## src/rtl/lsu_pkg.sv

```systemverilog
// Shared types, RV32I funct3 encodings, FSM states and request-decode helpers
// for the load/store unit.
package lsu_pkg;

  localparam int DATA_W     = 32;
  localparam int LSU_ADDR_W = 32;

  typedef logic [DATA_W-1:0]     data_t;
  typedef logic [LSU_ADDR_W-1:0] addr_t;

  localparam logic [2:0] F3_LB  = 3'b000;
  localparam logic [2:0] F3_LH  = 3'b001;
  localparam logic [2:0] F3_LW  = 3'b010;
  localparam logic [2:0] F3_LBU = 3'b100;
  localparam logic [2:0] F3_LHU = 3'b101;
  localparam logic [2:0] F3_SB  = 3'b000;
  localparam logic [2:0] F3_SH  = 3'b001;
  localparam logic [2:0] F3_SW  = 3'b010;

  typedef enum logic [1:0] {
    S_IDLE = 2'd0,
    S_MEM  = 2'd1,
    S_WAIT = 2'd2,
    S_RESP = 2'd3
  } lsu_state_t;

  // Stores only exist for the three signed-size codes.
  function automatic logic f3_illegal(input logic we, input logic [2:0] f3);
    logic bad;
    case (f3)
      F3_LB, F3_LH, F3_LW: bad = 1'b0;
      F3_LBU, F3_LHU:      bad = we;
      default:             bad = 1'b1;
    endcase
    return bad;
  endfunction

  function automatic logic f3_misaligned(input logic [2:0] f3, input logic [1:0] off);
    logic mis;
    case (f3[1:0])
      2'b01:   mis = off[0];
      2'b10:   mis = (off != 2'b00);
      default: mis = 1'b0;
    endcase
    return mis;
  endfunction

endpackage

```

## src/rtl/lsu_align.sv

```systemverilog
// Combinational lane formatting: store byte enables / replicated write data and
// load lane extract with sign or zero extension.
module lsu_align
  import lsu_pkg::*;
(
  input  logic [2:0] funct3,
  input  logic [1:0] off,
  input  data_t      wdata,
  input  data_t      rdata,
  output logic [3:0] wen,
  output data_t      wd,
  output data_t      ldata
);

  logic [1:0]  lane;
  logic [7:0]  byte_sel;
  logic [15:0] half_sel;

  // Misaligned low bits are dropped here, so unaligned halves/words fall back
  // to their naturally aligned lane.
  always_comb begin
    case (funct3[1:0])
      2'b00:   lane = off;
      2'b01:   lane = {off[1], 1'b0};
      default: lane = 2'b00;
    endcase
    byte_sel = rdata[{lane, 3'b000} +: 8];
    half_sel = lane[1] ? rdata[31:16] : rdata[15:0];
  end

  always_comb begin
    case (funct3)
      F3_SB: begin
        wen = 4'b0001 << lane;
        wd  = {4{wdata[7:0]}};
      end
      F3_SH: begin
        wen = lane[1] ? 4'b1100 : 4'b0011;
        wd  = {2{wdata[15:0]}};
      end
      F3_SW: begin
        wen = 4'b1111;
        wd  = wdata;
      end
      default: begin
        wen = 4'b0000;
        wd  = 32'h0000_0000;
      end
    endcase
  end

  always_comb begin
    case (funct3)
      F3_LB:   ldata = {{24{byte_sel[7]}}, byte_sel};
      F3_LBU:  ldata = {24'h00_0000, byte_sel};
      F3_LH:   ldata = {{16{half_sel[15]}}, half_sel};
      F3_LHU:  ldata = {16'h0000, half_sel};
      F3_LW:   ldata = rdata;
      default: ldata = 32'h0000_0000;
    endcase
  end

endmodule

```

## src/rtl/load_store_unit.sv

```systemverilog
// RV32I load/store unit: IDLE/MEM/WAIT/RESP sequencer towards a one-cycle-latency
// data memory. Define LSU_MISALIGN_TRAP_EN to reject misaligned halves/words.
module load_store_unit
  import lsu_pkg::*;
#(
  parameter int    ADDR_W      = 32,
  parameter data_t RESET_RDATA = 32'h0000_0000
) (
  input  logic              i_clk,
  input  logic              i_rst,
  input  logic              i_req_valid,
  output logic              o_req_ready,
  input  logic              i_req_we,
  input  logic [2:0]        i_req_funct3,
  input  logic [ADDR_W-1:0] i_req_addr,
  input  logic [31:0]       i_req_wdata,
  output logic              o_rsp_valid,
  input  logic              i_rsp_ready,
  output logic [31:0]       o_rsp_rdata,
  output logic              o_rsp_err,
  output logic [ADDR_W-1:0] o_DM_addr,
  output logic [31:0]       o_DM_wd,
  output logic [3:0]        o_DM_wen,
  output logic              o_DM_ren,
  input  logic [31:0]       i_DM_rd
);

  lsu_state_t state;
  logic       we_r;
  logic [2:0] funct3_r;
  logic [1:0] off_r;

  logic       accept;
  logic       illegal;
  logic       misaligned;
  logic       skip;
  logic [2:0] fmt_funct3;
  logic [1:0] fmt_off;
  logic [3:0] fmt_wen;
  data_t      fmt_wd;
  data_t      fmt_ldata;

  // One formatter serves both directions: live request while IDLE, latched request afterwards.
  always_comb begin
    accept  = i_req_valid & o_req_ready;
    illegal = f3_illegal(i_req_we, i_req_funct3);
`ifdef LSU_MISALIGN_TRAP_EN
    misaligned = f3_misaligned(i_req_funct3, i_req_addr[1:0]);
`else
    misaligned = 1'b0;
`endif
    skip = illegal | misaligned;
    if (state == S_IDLE) begin
      fmt_funct3 = i_req_funct3;
      fmt_off    = i_req_addr[1:0];
    end else begin
      fmt_funct3 = funct3_r;
      fmt_off    = off_r;
    end
  end

  lsu_align u_align (
    .funct3 (fmt_funct3),
    .off    (fmt_off),
    .wdata  (i_req_wdata),
    .rdata  (i_DM_rd),
    .wen    (fmt_wen),
    .wd     (fmt_wd),
    .ldata  (fmt_ldata)
  );

  // Sequencer with all outputs registered; reset kills any pending write enable at once.
  always_ff @(posedge i_clk or posedge i_rst) begin
    if (i_rst) begin
      state       <= S_IDLE;
      we_r        <= 1'b0;
      funct3_r    <= 3'b000;
      off_r       <= 2'b00;
      o_req_ready <= 1'b1;
      o_rsp_valid <= 1'b0;
      o_rsp_err   <= 1'b0;
      o_rsp_rdata <= RESET_RDATA;
      o_DM_addr   <= {ADDR_W{1'b0}};
      o_DM_wd     <= 32'h0000_0000;
      o_DM_wen    <= 4'b0000;
      o_DM_ren    <= 1'b0;
    end else begin
      case (state)
        S_IDLE: begin
          if (accept) begin
            we_r        <= i_req_we;
            funct3_r    <= i_req_funct3;
            off_r       <= i_req_addr[1:0];
            o_req_ready <= 1'b0;
            if (skip) begin
              state       <= S_RESP;
              o_rsp_valid <= 1'b1;
              o_rsp_err   <= 1'b1;
              o_rsp_rdata <= RESET_RDATA;
            end else begin
              state     <= S_MEM;
              o_DM_addr <= {i_req_addr[ADDR_W-1:2], 2'b00};
              o_DM_wd   <= i_req_we ? fmt_wd : 32'h0000_0000;
              o_DM_wen  <= i_req_we ? fmt_wen : 4'b0000;
              o_DM_ren  <= ~i_req_we;
            end
          end
        end
        S_MEM: begin
          o_DM_wen <= 4'b0000;
          o_DM_ren <= 1'b0;
          if (we_r) begin
            state       <= S_RESP;
            o_rsp_valid <= 1'b1;
            o_rsp_err   <= 1'b0;
            o_rsp_rdata <= RESET_RDATA;
          end else begin
            state <= S_WAIT;
          end
        end
        S_WAIT: begin
          state       <= S_RESP;
          o_rsp_valid <= 1'b1;
          o_rsp_err   <= 1'b0;
          o_rsp_rdata <= fmt_ldata;
        end
        S_RESP: begin
          if (i_rsp_ready) begin
            state       <= S_IDLE;
            o_req_ready <= 1'b1;
            o_rsp_valid <= 1'b0;
            o_rsp_err   <= 1'b0;
            o_rsp_rdata <= RESET_RDATA;
          end
        end
        default: begin
          state       <= S_IDLE;
          o_req_ready <= 1'b1;
          o_rsp_valid <= 1'b0;
          o_rsp_err   <= 1'b0;
          o_DM_wen    <= 4'b0000;
          o_DM_ren    <= 1'b0;
        end
      endcase
    end
  end

endmodule

```

## config.mk

```make
export PLATFORM = sky130hd
export DESIGN_NAME = load_store_unit
export DESIGN_NICKNAME = d
export VERILOG_FILES = /design/src/rtl/lsu_pkg.sv /design/src/rtl/lsu_align.sv /design/src/rtl/load_store_unit.sv
export SDC_FILE = /design/constraint.sdc
export NUM_CORES = 1
export LEC_CHECK = 0
export CORE_AREA = 3 3 115 117
export DETAILED_ROUTE_END_ITERATION = 8
export DIE_AREA = 0 0 118 120
export GPL_ROUTABILITY_DRIVEN = 0
export PLACE_DENSITY = 0.85
export SLEW_MARGIN = 10
export SYNTH_ARGS = -nofsm -noshare
export SYNTH_HDL_FRONTEND = slang
export SYNTH_SLANG_ARGS = --single-unit
```

## constraint.sdc

```tcl
create_clock -name i_clk -period 5.21 [get_ports i_clk]
set_input_delay 1.042 -clock i_clk [delete_from_list [all_inputs] [get_ports i_clk]]
set_output_delay 1.042 -clock i_clk [all_outputs]
set_load 0.02 [all_outputs]
```

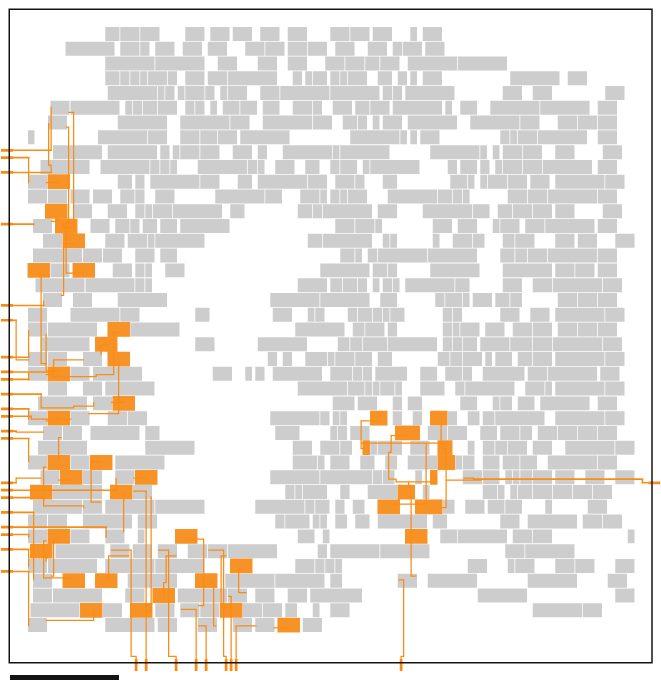
port_nets.png
Bar = 20 µm.
legend:
  i_req_addr:
    color: orange
    direction: input
    edge: 22 left, 9 bottom, 1 right
    end_cells: 41
    wire: 837 µm
Port Buf Inserts: 205
Top Ports: 208

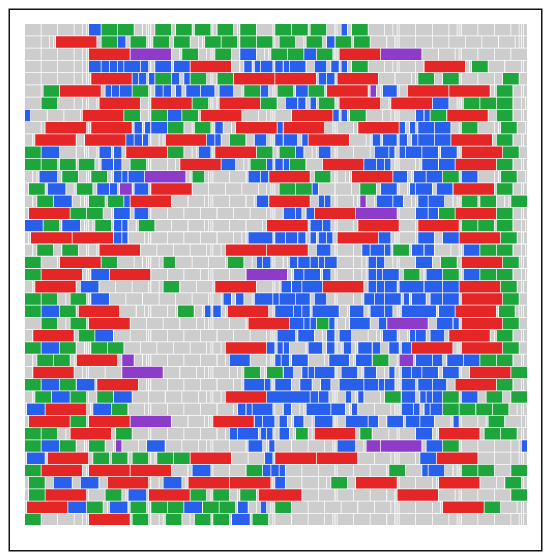
cell_classes.png
Fill, decap, tap and diode cells in gray.
legend:
  all other logic:
    color: blue
    cells: 347
  clock drivers and dummy loads:
    color: purple
    cells: 16
  other buffers and delay cells:
    color: green
    cells: 210
  flip-flops:
    color: red
    cells: 110
final instance area: 7870 µm²
post-layout util: 0.631
core area: 12500 µm²
Seq/total area: 0.350
FP Rows: 41

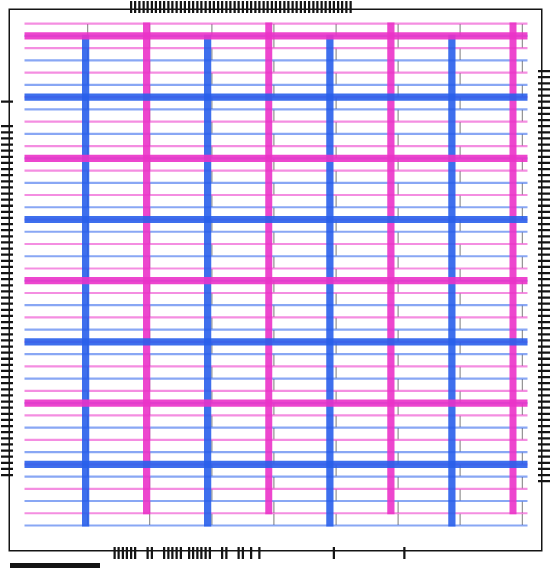
pdn.png
Bar = 20 µm. Pins as bars on the die edge. Tap cells in gray.
legend:
  VSS:
    color: blue
  VDD:
    color: magenta
met5 straps: 8
met4 straps: 8

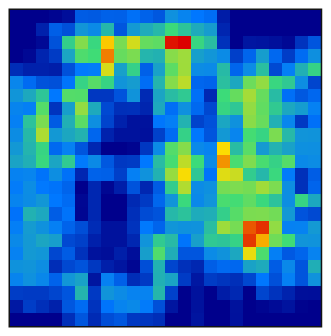
wire_density.png
24 x 24 tiles, from dark blue (low) to red (high), scaled to the fullest tile. Values are wire area over tile area, all layers added.
tiles over half the peak: 14%
densest ninth of the die: right middle
nearly empty tiles: 11%
global-route usage over all layers: 0.238
vias: 5082
routed len/inst: 19.9 µm
final WL: 17000 µm

==> impl_metrics.tcl <==
# collected from the flow reports
set metrics [dict create \
    common_cells "109 x dfrtp_1, 50 x nand2_1, 44 x o21ai_0" \
    stdcell_count 855 \
    cts_root_buf "clkbuf_16" \
    ctsResizeCount 0 \
    fin_crit_sh 0.658 \
    finalPower_uw 1680 \
    min_path_cells 1 \
    layout.nets 786 \
    edf_count 0 \
    fp_util 0.440 \
    worst_setup_path_end_kind "register" \
    warnings 29 \
    finalSetupViolations 0 \
    crit_fanout 25 \
    initialDrtViolationCount 460 \
    p_clk_frac 0.381 \
    hold_path_class "reg2reg" \
    most_common_cell "dfrtp_1" \
    grt_pass1_wl_um 27000 \
    postCtsSetupBuffers 0 \
    n_antenna_cell 0 \
    dieHeight_um 120 \
    cts_tree "yes" \
    crit_path_frequent_cell "o21ai_0" \
    rsz0062_at_grt "no" \
    drv_slew 0 \
    power.switching_uw 401 \
    area_growth_pct 43.6 \
    cp.depth 7 \
    p_comb_uw 186 \
    tns_ns 0 \
    final_hold_viol_count 0 \
    clk_pin_slew_worst_paths_ns 0.07 \
    ff_type "dfrtp_1" \
    path_class "reg2reg" \
    syn_avg_cell_area_um2 11.1 \
    synthAoiAreaFrac 0.238 \
    drc 0 \
    power_frac_seq 0.508 \
    grt_pass1_vias 5173 \
    cp_slowest_cell "or4b_1" \
    worstPathArrival_ns 3.70 \
    grt-ovfl-total 0 \
    ir_worst_vdd_mv 0.138 \
    top_area_frac 0.498 \
    cts_buffers 9 \
    grt_max_degree 77 \
    topCellsByArea "dfrtp_1 50%, mux2_2 7.2%, a221o_1 4.7%, o21ai_0 4.0%, nand2_1 3.4%" \
    maxPowerGroup "sequential cells" \
    ant_nets 0 \
    r2r_end "o_DM_wen[1]$_DFFE_PP0P_" \
    netlist_area_um2 5480 \
    insertion_delay_ns 0.35 \
    yosysTopAreaCell "dfrtp_1" \
    r2r-start "state[0]$_DFFE_PP0P_" \
    htree_levels 3 \
    critical_path.max_stage_delay_ns 1.02 \
    die_w_um 118 \
    final.min_clock_period_ns 3.43 \
    tightest_slew_ns 1.20 \
    synth_flops 110 \
    status "completed" \
    netlist_instances 495 \
    top_logic_kind "AND-OR/OR-AND gates" \
    combPwrFrac 0.111 \
    antenna_found_initial 0 \
    clk-power_uw 639 \
    crit_family "simple AND/OR/NAND/NOR gates" \
    slew-limit-headroom 0.199 \
    post-place-cells 839 \
    simple_gate_share 0.105 \
    yosysWarningCount 0 \
    crit_path_start "state[0]$_DFFE_PP0P_" \
    pg_seq_uw 853 \
    powerDensity_nw_per_um2 213 \
    cp_cell_sequence "inv_1 -> ha_1 -> nand3_1 -> or4b_1 -> nor2_1 -> o21ai_0 -> o21ai_0" \
    ys_types 65 \
]
## state kept, by name (all words and copies together) (netlist names)
| register | cells |
|---|---|
| funct3_r | 3 |
| o_DM_addr | 30 |
| o_DM_ren | 1 |
| o_DM_wd | 32 |
| o_DM_wen | 4 |
| o_req_ready | 1 |
| o_rsp_err | 1 |
| o_rsp_rdata | 32 |
| o_rsp_valid | 1 |
| off_r | 2 |
| state | 2 |
| we_r | 1 |
## cell type report
cell class | instances | area [µm²]
clock inverter | 4 | 32.5
fill | 982 | 4600
clock buffer | 12 | 236
inverter | 7 | 28.8
multi-input combinational | 340 | 2510
sequential | 110 | 2750
timing repair buffer | 210 | 2090
tap | 172 | 215
## per-layer routing
| layer | vias to the layer above | wire length, µm | global-route usage |
|---|---|---|---|
| li1 | 2254 | - | - |
| met3 | 55 | 1690 | 0.0796 |
| met1 | 2450 | 6650 | 0.284 |
| met2 | 323 | 8110 | 0.388 |
| met4 | 0 | 594 | 0.116 |
| met5 | - | 0 | 0 |
## metrics by stage
stage / util / hold slack (ns) / cell area [µm²] / setup slack (ns)
after floorplan: - / 0.458 / 5490 / 1.27
after global placement: 0.610 / 0.462 / 7600 / 1.63
after detailed placement: 0.610 / 0.467 / 7600 / 1.51
after CTS: 0.631 / 0.484 / 7870 / 1.86
after global routing: 0.631 / 0.497 / 7870 / 1.42
final: 0.631 / 0.479 / 7870 / 1.78
## layout by cell type (no fill, tap or decap), types with 9 or more instances in the layout
master	synthesis	routed
a221o_1	26	26
mux2_2	35	35
dfrtp_1	109	109
clkdlybuf4s50_1	0	205
o21ai_0	44	43
clkbuf_16	0	9
a21o_1	9	9
nand2_1	50	50
a21oi_1	18	18
nor2_1	17	17
mux2i_1	15	15
